## config.mk

```make
export PLATFORM = sky130hd
export DESIGN_NAME = wb_arbiter_flat
export DESIGN_NICKNAME = d
export VERILOG_FILES = /design/src/rtl/wb_arbiter_if.sv /design/src/rtl/wb_arbiter.sv /design/src/flat_wrapper.sv
export SDC_FILE = /design/constraint.sdc
export NUM_CORES = 1
export LEC_CHECK = 0
export CAP_MARGIN = 10
export CORE_MARGIN = 3
export CORE_UTILIZATION = 47
export DETAILED_ROUTE_END_ITERATION = 10
export PLACE_DENSITY = 0.75
export SYNTH_ARGS = -nofsm -noshare
export SYNTH_HDL_FRONTEND = slang
export SYNTH_SLANG_ARGS = --single-unit
```

## constraint.sdc

```tcl
create_clock -name clk -period 2 [get_ports clk]
set_clock_uncertainty 0.1 [all_clocks]
set_input_delay 0.4 -clock clk [delete_from_list [all_inputs] [get_ports clk]]
set_output_delay 0.4 -clock clk [all_outputs]
set_load 0.02 [all_outputs]
```

## src/rtl/wb_arbiter_if.sv

```systemverilog
// Writeback arbiter bus: ALU result port, LSU return port, register-file write port and status.
// The slave modport is the arbiter's view; master is the producer/consumer side.
interface wb_arbiter_if #(
    parameter int unsigned XLEN           = 32,
    parameter int unsigned LSU_FIFO_DEPTH = 4
);
    localparam int unsigned CntW = $clog2(LSU_FIFO_DEPTH) + 1;

    logic            alu_valid_i;
    logic            alu_ready_o;
    logic [4:0]      alu_rd_i;
    logic [XLEN-1:0] alu_data_i;
    logic            lsu_valid_i;
    logic            lsu_ready_o;
    logic [4:0]      lsu_rd_i;
    logic [XLEN-1:0] lsu_data_i;
    logic [4:0]      w_addr_o;
    logic [XLEN-1:0] w_value_o;
    logic [CntW-1:0] fifo_count_o;
    logic            busy_o;

    modport slave (
        input  alu_valid_i, alu_rd_i, alu_data_i,
        input  lsu_valid_i, lsu_rd_i, lsu_data_i,
        output alu_ready_o, lsu_ready_o,
        output w_addr_o, w_value_o, fifo_count_o, busy_o
    );

    modport master (
        output alu_valid_i, alu_rd_i, alu_data_i,
        output lsu_valid_i, lsu_rd_i, lsu_data_i,
        input  alu_ready_o, lsu_ready_o,
        input  w_addr_o, w_value_o, fifo_count_o, busy_o
    );
endinterface

```

## src/rtl/wb_arbiter.sv

```systemverilog
// Writeback arbiter: ALU results win over the buffered LSU return FIFO; one registered write/cycle.
// Define WB_STARVE_GUARD_EN to force a FIFO drain after STARVE_LIMIT bypassed cycles.
module wb_arbiter #(
    parameter int unsigned XLEN           = 32,
    parameter int unsigned LSU_FIFO_DEPTH = 4,
    parameter int unsigned STARVE_LIMIT   = 4
) (
    input logic         clk,
    input logic         reset_n,
    wb_arbiter_if.slave wb_io
);
    localparam int unsigned PtrW = $clog2(LSU_FIFO_DEPTH);
    localparam int unsigned CntW = PtrW + 1;

    typedef logic [PtrW-1:0] ptr_t;
    typedef logic [CntW-1:0] cnt_t;
    typedef struct packed {
        logic [4:0]      rd;
        logic [XLEN-1:0] data;
    } entry_t;

    if ((LSU_FIFO_DEPTH < 2) || ((LSU_FIFO_DEPTH & (LSU_FIFO_DEPTH - 1)) != 0) ||
        (STARVE_LIMIT < 1)) begin : g_param_check
        $error("wb_arbiter: LSU_FIFO_DEPTH must be a power of 2 >= 2, STARVE_LIMIT >= 1");
    end

    entry_t          mem_q [LSU_FIFO_DEPTH];
    ptr_t            wr_ptr_q, wr_ptr_d;
    ptr_t            rd_ptr_q, rd_ptr_d;
    cnt_t            count_q, count_d;
    logic [4:0]      w_addr_q, w_addr_d;
    logic [XLEN-1:0] w_value_q, w_value_d;

    logic   fifo_empty;
    logic   lsu_ready;
    logic   alu_ready;
    logic   alu_win;
    logic   push;
    logic   pop;
    entry_t head;

    assign fifo_empty = (count_q == '0);
    // Ready comes from the registered count only, so a full FIFO never takes a push.
    assign lsu_ready  = (count_q < cnt_t'(LSU_FIFO_DEPTH));
    assign head       = mem_q[rd_ptr_q];
    assign push       = wb_io.lsu_valid_i && lsu_ready;
    assign alu_win    = wb_io.alu_valid_i && alu_ready;
    assign pop        = !alu_win && !fifo_empty;

`ifdef WB_STARVE_GUARD_EN
    localparam int unsigned StarveW = $clog2(STARVE_LIMIT + 1);

    logic [StarveW-1:0] starve_q, starve_d;

    // At the limit the ALU is refused, which makes pop true and clears the counter.
    assign alu_ready = (starve_q != StarveW'(STARVE_LIMIT));

    always_comb begin
        starve_d = '0;
        if (!fifo_empty && !pop) begin
            starve_d = starve_q + 1'b1;
        end
    end

    always_ff @(posedge clk or negedge reset_n) begin
        if (!reset_n) begin
            starve_q <= '0;
        end else begin
            starve_q <= starve_d;
        end
    end
`else
    assign alu_ready = 1'b1;
`endif

    always_comb begin
        wr_ptr_d  = wr_ptr_q;
        rd_ptr_d  = rd_ptr_q;
        count_d   = count_q;
        w_addr_d  = '0;
        w_value_d = '0;

        if (alu_win) begin
            w_addr_d  = wb_io.alu_rd_i;
            w_value_d = wb_io.alu_data_i;
        end else if (pop) begin
            w_addr_d  = head.rd;
            w_value_d = head.data;
        end

        if (push) begin
            wr_ptr_d = wr_ptr_q + ptr_t'(1);
        end
        if (pop) begin
            rd_ptr_d = rd_ptr_q + ptr_t'(1);
        end

        case ({push, pop})
            2'b10:   count_d = count_q + cnt_t'(1);
            2'b01:   count_d = count_q - cnt_t'(1);
            default: count_d = count_q;
        endcase
    end

    always_ff @(posedge clk or negedge reset_n) begin
        if (!reset_n) begin
            wr_ptr_q  <= '0;
            rd_ptr_q  <= '0;
            count_q   <= '0;
            w_addr_q  <= '0;
            w_value_q <= '0;
        end else begin
            wr_ptr_q  <= wr_ptr_d;
            rd_ptr_q  <= rd_ptr_d;
            count_q   <= count_d;
            w_addr_q  <= w_addr_d;
            w_value_q <= w_value_d;
        end
    end

    // Storage needs no reset: entries are only visible through the reset pointers/count.
    always_ff @(posedge clk) begin
        if (push) begin
            mem_q[wr_ptr_q] <= entry_t'{rd: wb_io.lsu_rd_i, data: wb_io.lsu_data_i};
        end
    end

    assign wb_io.alu_ready_o  = alu_ready;
    assign wb_io.lsu_ready_o  = lsu_ready;
    assign wb_io.w_addr_o     = w_addr_q;
    assign wb_io.w_value_o    = w_value_q;
    assign wb_io.fifo_count_o = count_q;
    assign wb_io.busy_o       = !fifo_empty;
endmodule
```

## src/flat_wrapper.sv

```systemverilog
// flat-port wrapper written by rule: the top's interface ports become plain ports
module wb_arbiter_flat 
#(
    parameter int unsigned XLEN           = 32,
    parameter int unsigned LSU_FIFO_DEPTH = 4,
    parameter int unsigned STARVE_LIMIT   = 4
)
  (clk, reset_n, wb_io_alu_valid_i, wb_io_alu_rd_i, wb_io_alu_data_i, wb_io_lsu_valid_i, wb_io_lsu_rd_i, wb_io_lsu_data_i, wb_io_alu_ready_o, wb_io_lsu_ready_o, wb_io_w_addr_o, wb_io_w_value_o, wb_io_fifo_count_o, wb_io_busy_o);
  wb_arbiter_if #(.XLEN(XLEN), .LSU_FIFO_DEPTH(LSU_FIFO_DEPTH)) wb_io_i ();
  input logic clk;
  input logic reset_n;
  input wire logic [$bits(wb_io_i.alu_valid_i)-1:0] wb_io_alu_valid_i;
  input wire logic [$bits(wb_io_i.alu_rd_i)-1:0] wb_io_alu_rd_i;
  input wire logic [$bits(wb_io_i.alu_data_i)-1:0] wb_io_alu_data_i;
  input wire logic [$bits(wb_io_i.lsu_valid_i)-1:0] wb_io_lsu_valid_i;
  input wire logic [$bits(wb_io_i.lsu_rd_i)-1:0] wb_io_lsu_rd_i;
  input wire logic [$bits(wb_io_i.lsu_data_i)-1:0] wb_io_lsu_data_i;
  output wire logic [$bits(wb_io_i.alu_ready_o)-1:0] wb_io_alu_ready_o;
  output wire logic [$bits(wb_io_i.lsu_ready_o)-1:0] wb_io_lsu_ready_o;
  output wire logic [$bits(wb_io_i.w_addr_o)-1:0] wb_io_w_addr_o;
  output wire logic [$bits(wb_io_i.w_value_o)-1:0] wb_io_w_value_o;
  output wire logic [$bits(wb_io_i.fifo_count_o)-1:0] wb_io_fifo_count_o;
  output wire logic [$bits(wb_io_i.busy_o)-1:0] wb_io_busy_o;
  assign wb_io_i.alu_valid_i = wb_io_alu_valid_i;
  assign wb_io_i.alu_rd_i = wb_io_alu_rd_i;
  assign wb_io_i.alu_data_i = wb_io_alu_data_i;
  assign wb_io_i.lsu_valid_i = wb_io_lsu_valid_i;
  assign wb_io_i.lsu_rd_i = wb_io_lsu_rd_i;
  assign wb_io_i.lsu_data_i = wb_io_lsu_data_i;
  assign wb_io_alu_ready_o = wb_io_i.alu_ready_o;
  assign wb_io_lsu_ready_o = wb_io_i.lsu_ready_o;
  assign wb_io_w_addr_o = wb_io_i.w_addr_o;
  assign wb_io_w_value_o = wb_io_i.w_value_o;
  assign wb_io_fifo_count_o = wb_io_i.fifo_count_o;
  assign wb_io_busy_o = wb_io_i.busy_o;
  wb_arbiter #(.XLEN(XLEN), .LSU_FIFO_DEPTH(LSU_FIFO_DEPTH), .STARVE_LIMIT(STARVE_LIMIT)) u_core (.clk(clk), .reset_n(reset_n), .wb_io(wb_io_i));
endmodule
```

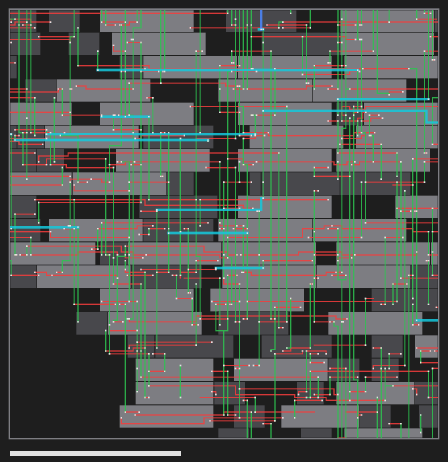
**Above:** run 1 (a small window of the routed layout).
Bar = 20 um. Region (7, 7) to (57, 57) um. Cells in grey, sequential cells in the stronger grey; small squares are vias.
[met2] green
[met1] red
[met4] blue
[met3] cyan
sequential cells in the window: 43
cells with their middle in the window: 83
most frequent: edfxtp_1 (37), clkdlybuf4s50_1 (17)
netlist names of flops here include: u_core.mem_q (37), u_core.wb_io.w_addr_o (4), u_core.wb_io.w_value_o (2)

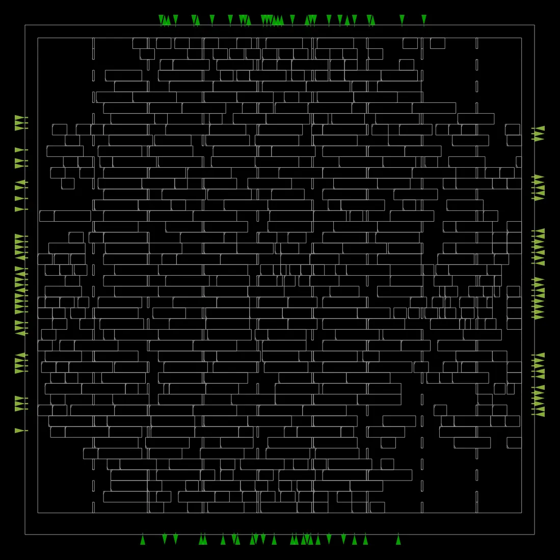
**Above:** run 1 (placement view).
Core Region: 14,600 um^2
Non-Filler Instances: 654
Final Core Density: 63.3%

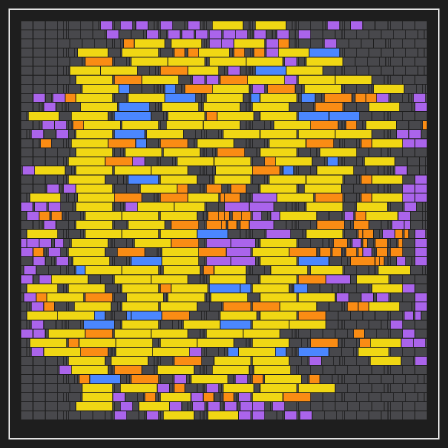
**Above:** run 1 (placed cells, one colour a class).
Fill, decap, tap and diode cells in grey.
[clock drivers and dummy loads] blue | cells: 32 | share of their area: 6.4%
[all other logic] orange | cells: 107 | share of their area: 16%
[other buffers and delay cells] purple | cells: 139 | share of their area: 16%
[flip-flops] yellow | cells: 192 | share of their area: 62%
# rows: 44
finished layout cell area: 9240 um^2
sequential share of cell area: 60.1%

==> run 1: cells in the mapped netlist (2+ instances only) <==
master | number | area (um^2)
nor2_1 | 2 | 7.51
inv_1 | 8 | 30.0
buf_6 | 2 | 22.5
mux4_2 | 37 | 833
edfxtp_1 | 148 | 4440
xor2_1 | 3 | 26.3
clkbuf_1 | 7 | 26.3
and2_1 | 4 | 25.0
buf_2 | 8 | 40.0
a22o_1 | 37 | 324
dfrtp_1 | 44 | 1100
xnor2_1 | 3 | 26.3
ha_1 | 5 | 62.6
==> run 1: registers in the layout (all words and copies together), names as in the netlist <==
signal,flops
u_core.mem_q,148
u_core.rd_ptr_q,2
u_core.wb_io.fifo_count_o,3
u_core.wb_io.w_addr_o,5
u_core.wb_io.w_value_o,32
u_core.wr_ptr_q,2
==> run 1: per-stage QoR <==
stage | cells | setup TNS (ns) | util, %
floorplan | 317 | 0 | -
global placement | 621 | -2.41 | 59.3
detailed placement | 621 | -2.23 | 59.3
CTS | 654 | 0 | 63.3
global route | 654 | 0 | 63.3
finish | 654 | 0 | 63.3
==> run 1: final timing paths <==
check	endpoint	slack, ns	depth (start not counted)
setup / recovery	wb_io_fifo_count_o[0]	0.08	1
hold / removal	u_core.wb_io.fifo_count_o[0]$_DFFE_PN0P_	0.41	1
setup reg to reg	u_core.wb_io.fifo_count_o[2]$_DFFE_PN0P_	0.18	9
hold reg to reg	u_core.wb_io.fifo_count_o[0]$_DFFE_PN0P_	0.41	1
max in group asynchronous	u_core.rd_ptr_q[0]$_DFFE_PN0P_	0.85	3
min in group asynchronous	u_core.wb_io.w_value_o[22]$_DFF_PN0_	0.50	3
==> run 1: what timing repair did <==
action	4_1_cts	5_1_grt
endpoints found under the setup margin	2	1
gates resized	4	2
pin swaps	0	1
hold buffers	1	0
endpoints found under the hold margin	31	0
==> impl_metrics.ini, run 1 <==
; implementation run metrics
[worst_setup_path]
critPathKind = flop to output port
cp_cell_sequence = clkdlybuf4s50_1
timing.critical_path.buf_inv = 1
worstPathArrival_ns = 1.42
cp.required_ns = 1.50
cp-end-kind = output port
timing.rr.start = u_core.wb_io.fifo_count_o[2]$_DFFE_PN0P_
slowest_stage = clkdlybuf4s50_1
start_kind = flop

[flow_run]
drv_cap = 0

[floorplanning]
fp-utilization_pct = 48.2
die_h_um = 128
tap_cells = 184

[worst_hold_path]
hp-class = flop to flop

[cells_and_area]
drive_gt1_share_pct = 21.5
comb_share_pct = 15.0
buffer_area_share_pct = 15.9
nets = 541
fillers = 986
nMultiInputCombCells = 99
inverters_excl_clock = 8
dominant_cells = flip-flops and latches
combGateArea_um2 = 1380
regArea_um2 = 5550
clock_cell_area_share_pct = 6.23
final_common_cell = edfxtp_1
buffers = 139
clock_buffers = 17

[drt]
top_layer_used = met4
vias_per_cell = 5.35
via_count = 3501
routed_wl_um = 13600
met1_length_um = 5810
wl_met3_um = 883
dr_wl_met2_um = 6810
ant_nets = 0
post_drt_wl_per_cell_um = 20.8
drt_iter0_markers = 267

[sta]
finalWorstSetupSlack_ns = 0.0812
slew_headroom_pct = 59.5
finalSetupViolCount = 0
rsz0062_at_grt = false
tightest_slew_ns = 0.607
hold_viol_final = 0
fin_crit_sh_pct = 95.9

[synthesis]
synth_nets = 401
synth_stat.cells = 317
edf_count = 148
ys_area_um2 = 7040
xor_area_share_pct = 0.747
flop_cell = edfxtp_1
async_flop_share_pct = 22.9
synth-seq-area-share_pct = 78.8
synthAdderAreaFrac_pct = 1.17
mux_share_pct = 12.0
synth_warnings = 0

[place]
gp_congestion = 0.730
dp_hpwl_um = 8490
placed_area_um2 = 8650

[global_route]
grt.overflow.total = 0
met1_usage_pct = 25.1
grt_util_all_layers_pct = 17.5
antenna_found_initial = 0
top_usage_layer = met2
use_met3_pct = 4.48
grt_max_degree = 45

[power]
sw_frac_of_total_pct = 28.3
seqPwrFrac_pct = 43.3
p_int_uw = 8760
p_per_area_nw_per_um2 = 1320
p_seq_uw = 5290
clock_power_share_pct = 26.7
p_leak_uw = 0.00327
p_comb_uw = 3660
vdd_ir_drop_max_mv = 0.599
combPwrFrac_pct = 30.0

[cts]
cts_buffer_depth = 2
cts_max_level = 4
clock_latency_ns = 0.42
clkSinkCount = 192
cts_tree = built
cts_made_buffers = 17
clkTransAtPathRegs_ns = 0.07
root_buffer = clkbuf_16

[run_status]
status = finished clean
==> run 1 -> run 2 <==
--- a/config.mk
+++ b/config.mk
@@ -9,6 +9,7 @@
 export CORE_MARGIN = 3
 export CORE_UTILIZATION = 47
 export DETAILED_ROUTE_END_ITERATION = 10
+export HOLD_SLACK_MARGIN = 0.15
 export PLACE_DENSITY = 0.75
 export SYNTH_ARGS = -nofsm -noshare
 export SYNTH_HDL_FRONTEND = slang
==> run 2 against run 1 <==
Via count stayed put. Synthesized area stayed put. Final cell count stayed put. Sequential cell count stayed put. Sequential power hardly changed. Register-to-register slack hardly changed. Synthesized cell count stayed put. Utilization stayed put. Sequential share of layout area stayed put. Clock power hardly changed.
==> impl_metrics.ini, run 2 <==
; implementation run metrics
[synthesis]
synth.distinct_cells = 22
yosysMostFrequentCell = edfxtp_1
syn_area_per_cell_um2 = 22.2
ys_ff = 192
edf_count = 148
syn_area_um2 = 7040
area_leaders = edfxtp_1, dfrtp_1, mux4_2, a22o_1, ha_1
synth-seq-area-share_pct = 78.8
async_flop_share_pct = 22.9
synth_warnings = 0
synth_stat.cells = 317
ys_area_um2 = 7040
synth_nets = 401
syn_inst = 317
top_cells_by_count = edfxtp_1, dfrtp_1, a22o_1, mux4_2
top_cell_area_share_pct = 63.1
flop_cell = edfxtp_1
top_area_cell = edfxtp_1

[power]
p_per_area_nw_per_um2 = 1320
p_leak_uw = 0.00327
seqPwrFrac_pct = 43.3
vdd_ir_drop_max_mv = 0.599
clock_power_share_pct = 26.7
p_int_uw = 8760
combPwrFrac_pct = 30.0
power.total_uw = 12200
sw_frac_of_total_pct = 28.3
switchingPower_uw = 3460

[worst_setup_path]
critPathMaxFanout = 4
crit_path_end = wb_io_fifo_count_o[0]
worstReg2RegEnd = u_core.wb_io.fifo_count_o[2]$_DFFE_PN0P_
cp.required_ns = 1.50
worstPathArrival_ns = 1.42
cp-end-kind = output port
start_kind = flop
critPathKind = flop to output port
critPathTopFamily = buffers and inverters
timing.rr.start = u_core.wb_io.fifo_count_o[2]$_DFFE_PN0P_
crit_path_start = u_core.wb_io.fifo_count_o[0]$_DFFE_PN0P_
reg2reg_slack_ns = 0.18
cp_cell_sequence = clkdlybuf4s50_1
cp.depth = 1
reg2regPathDepth = 9
slowest_stage = clkdlybuf4s50_1
timing.critical_path.buf_inv = 1
cpPeakStageDelay_ns = 0.61

[cells_and_area]
top_register = u_core.mem_q
lay_top_cells = edfxtp_1, clkdlybuf4s50_1, dfrtp_1
largest_reg_flops = 148
antenna_cells = 0
final_common_cell = edfxtp_1
final_util_pct = 63.3
stdcell_area_um2 = 9240
area_delta_synth_final_pct = 31.2
fillers = 986
final_cell_count_no_fill = 654
nets = 541
drive_gt1_share_pct = 21.5

[drt]
via_count = 3501
ant_nets = 0
drt_iter0_markers = 267
vias_per_cell = 5.35
post_drt_wl_per_cell_um = 20.8
first_pass_iters = 4
routed_wl_um = 13600
post-route-drc-count = 0

[floorplanning]
die_h_um = 128
fp-utilization_pct = 48.2
chipArea_um2 = 16500
core_area_um2 = 14600
pin_count = 121
rows = 44
fp.dieW_um = 128

[global_route]
grt_max_degree = 45
grt_pass1_vias = 3761
grt.overflow.total = 0
grt_pass1_wl_um = 21400
antenna_found_initial = 0
grt_util_all_layers_pct = 17.5

[cts]
cts_max_level = 4
clkSinkCount = 192
clkTransAtPathRegs_ns = 0.07
clock_latency_ns = 0.42
cts_tree = built
root_buffer = clkbuf_16
cts_made_buffers = 17
cts_buffer_depth = 2
cts_setup_buffers = 0

[sta]
whs_ns = 0.410
finalWorstSetupSlack_ns = 0.0812
drv_slew = 0
fin_crit_ns = 1.92
rsz0062_at_grt = false
fmax_mhz = 521
slew_headroom_pct = 59.5
tightest_slew_ns = 0.607
fin_crit_sh_pct = 95.9
finalSetupViolCount = 0
hold_viol_final = 0
fin_tns_setup_ns = 0

[run_status]
status = finished clean

[worst_hold_path]
holdPathEnd = u_core.wb_io.fifo_count_o[0]$_DFFE_PN0P_
hp-class = flop to flop
hold_path_depth = 1
worstHoldStart = u_core.wb_io.fifo_count_o[0]$_DFFE_PN0P_

[place]
gp_congestion = 0.730
dp_slack_ns = -0.151
placed_area_um2 = 8650
portBuffers = 119
dp_hpwl_um = 8490
place_inst = 621

[flow_run]
drv_cap = 0
openroad.warnings = 29
## run 2: area by class of cell
class | instances | area (um^2) | area share, %
Tap cell | 184 | 230 | 2.49
Sequential cell | 192 | 5550 | 60.1
Clock inverter | 15 | 150 | 1.63
Inverter | 8 | 30.0 | 0.325
Multi-Input combinational cell | 99 | 1380 | 15.0
Clock buffer | 17 | 425 | 4.61
Timing Repair Buffer | 139 | 1470 | 15.9
## run 2: cell families (layout without fill, tap and decap cells)
group / after synthesis / after routing / share of synthesized area (%)
AOI/OAI and AO/OA: 38 / 38 / 4.68
xor gates and xnor gates: 6 / 6 / 0.747
adders and majority gates: 6 / 6 / 1.17
buffers and inverters: 26 / 179 / 1.80
DFF: 192 / 192 / 78.8
muxes: 38 / 38 / 12.0
other: 1 / 1 / 0.0533
and+or+nand+nor: 10 / 10 / 0.782
## run 2: timing repair
item	CTS	global route
endpoints found under the hold margin	44	0
hold buffers	1	0
gates resized	4	2
endpoints found under the setup margin	2	1
pin swaps	0	1
## run 2: power groups by stage
stage / combinational (uW) / clock (uW) / sequential [uW]
2_1_floorplan: 1870 / 0 / 5680
3_3_place_gp: 3670 / 0 / 5340
3_5_place_dp: 3740 / 0 / 5370
4_1_cts: 3760 / 3320 / 5300
5_1_grt: 3950 / 3490 / 5360
6_report: 3660 / 3260 / 5290
## run 2: metal layers
layer | global-route usage [%] | wire length [um] | vias up | share of wire [%]
li1 | - | - | 1566 | -
met3 | 4.48 | 883 | 5 | 6.5
met4 | 5.06 | 79 | 0 | 0.58
met2 | 27.1 | 6810 | 128 | 50
met1 | 25.1 | 5810 | 1802 | 43
met5 | 0 | 0 | - | 0
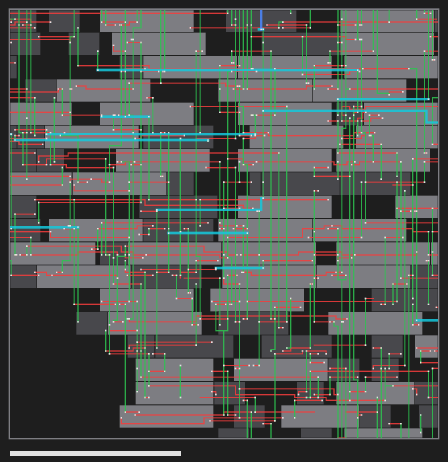
**Above:** run 2 (a small window of the routed layout).
Bar = 20 um. Region (7, 7) to (57, 57) um. Cells in grey, sequential cells in the stronger grey; small squares are vias.

No activity file was given, so power comes from the tool's default toggle rates.
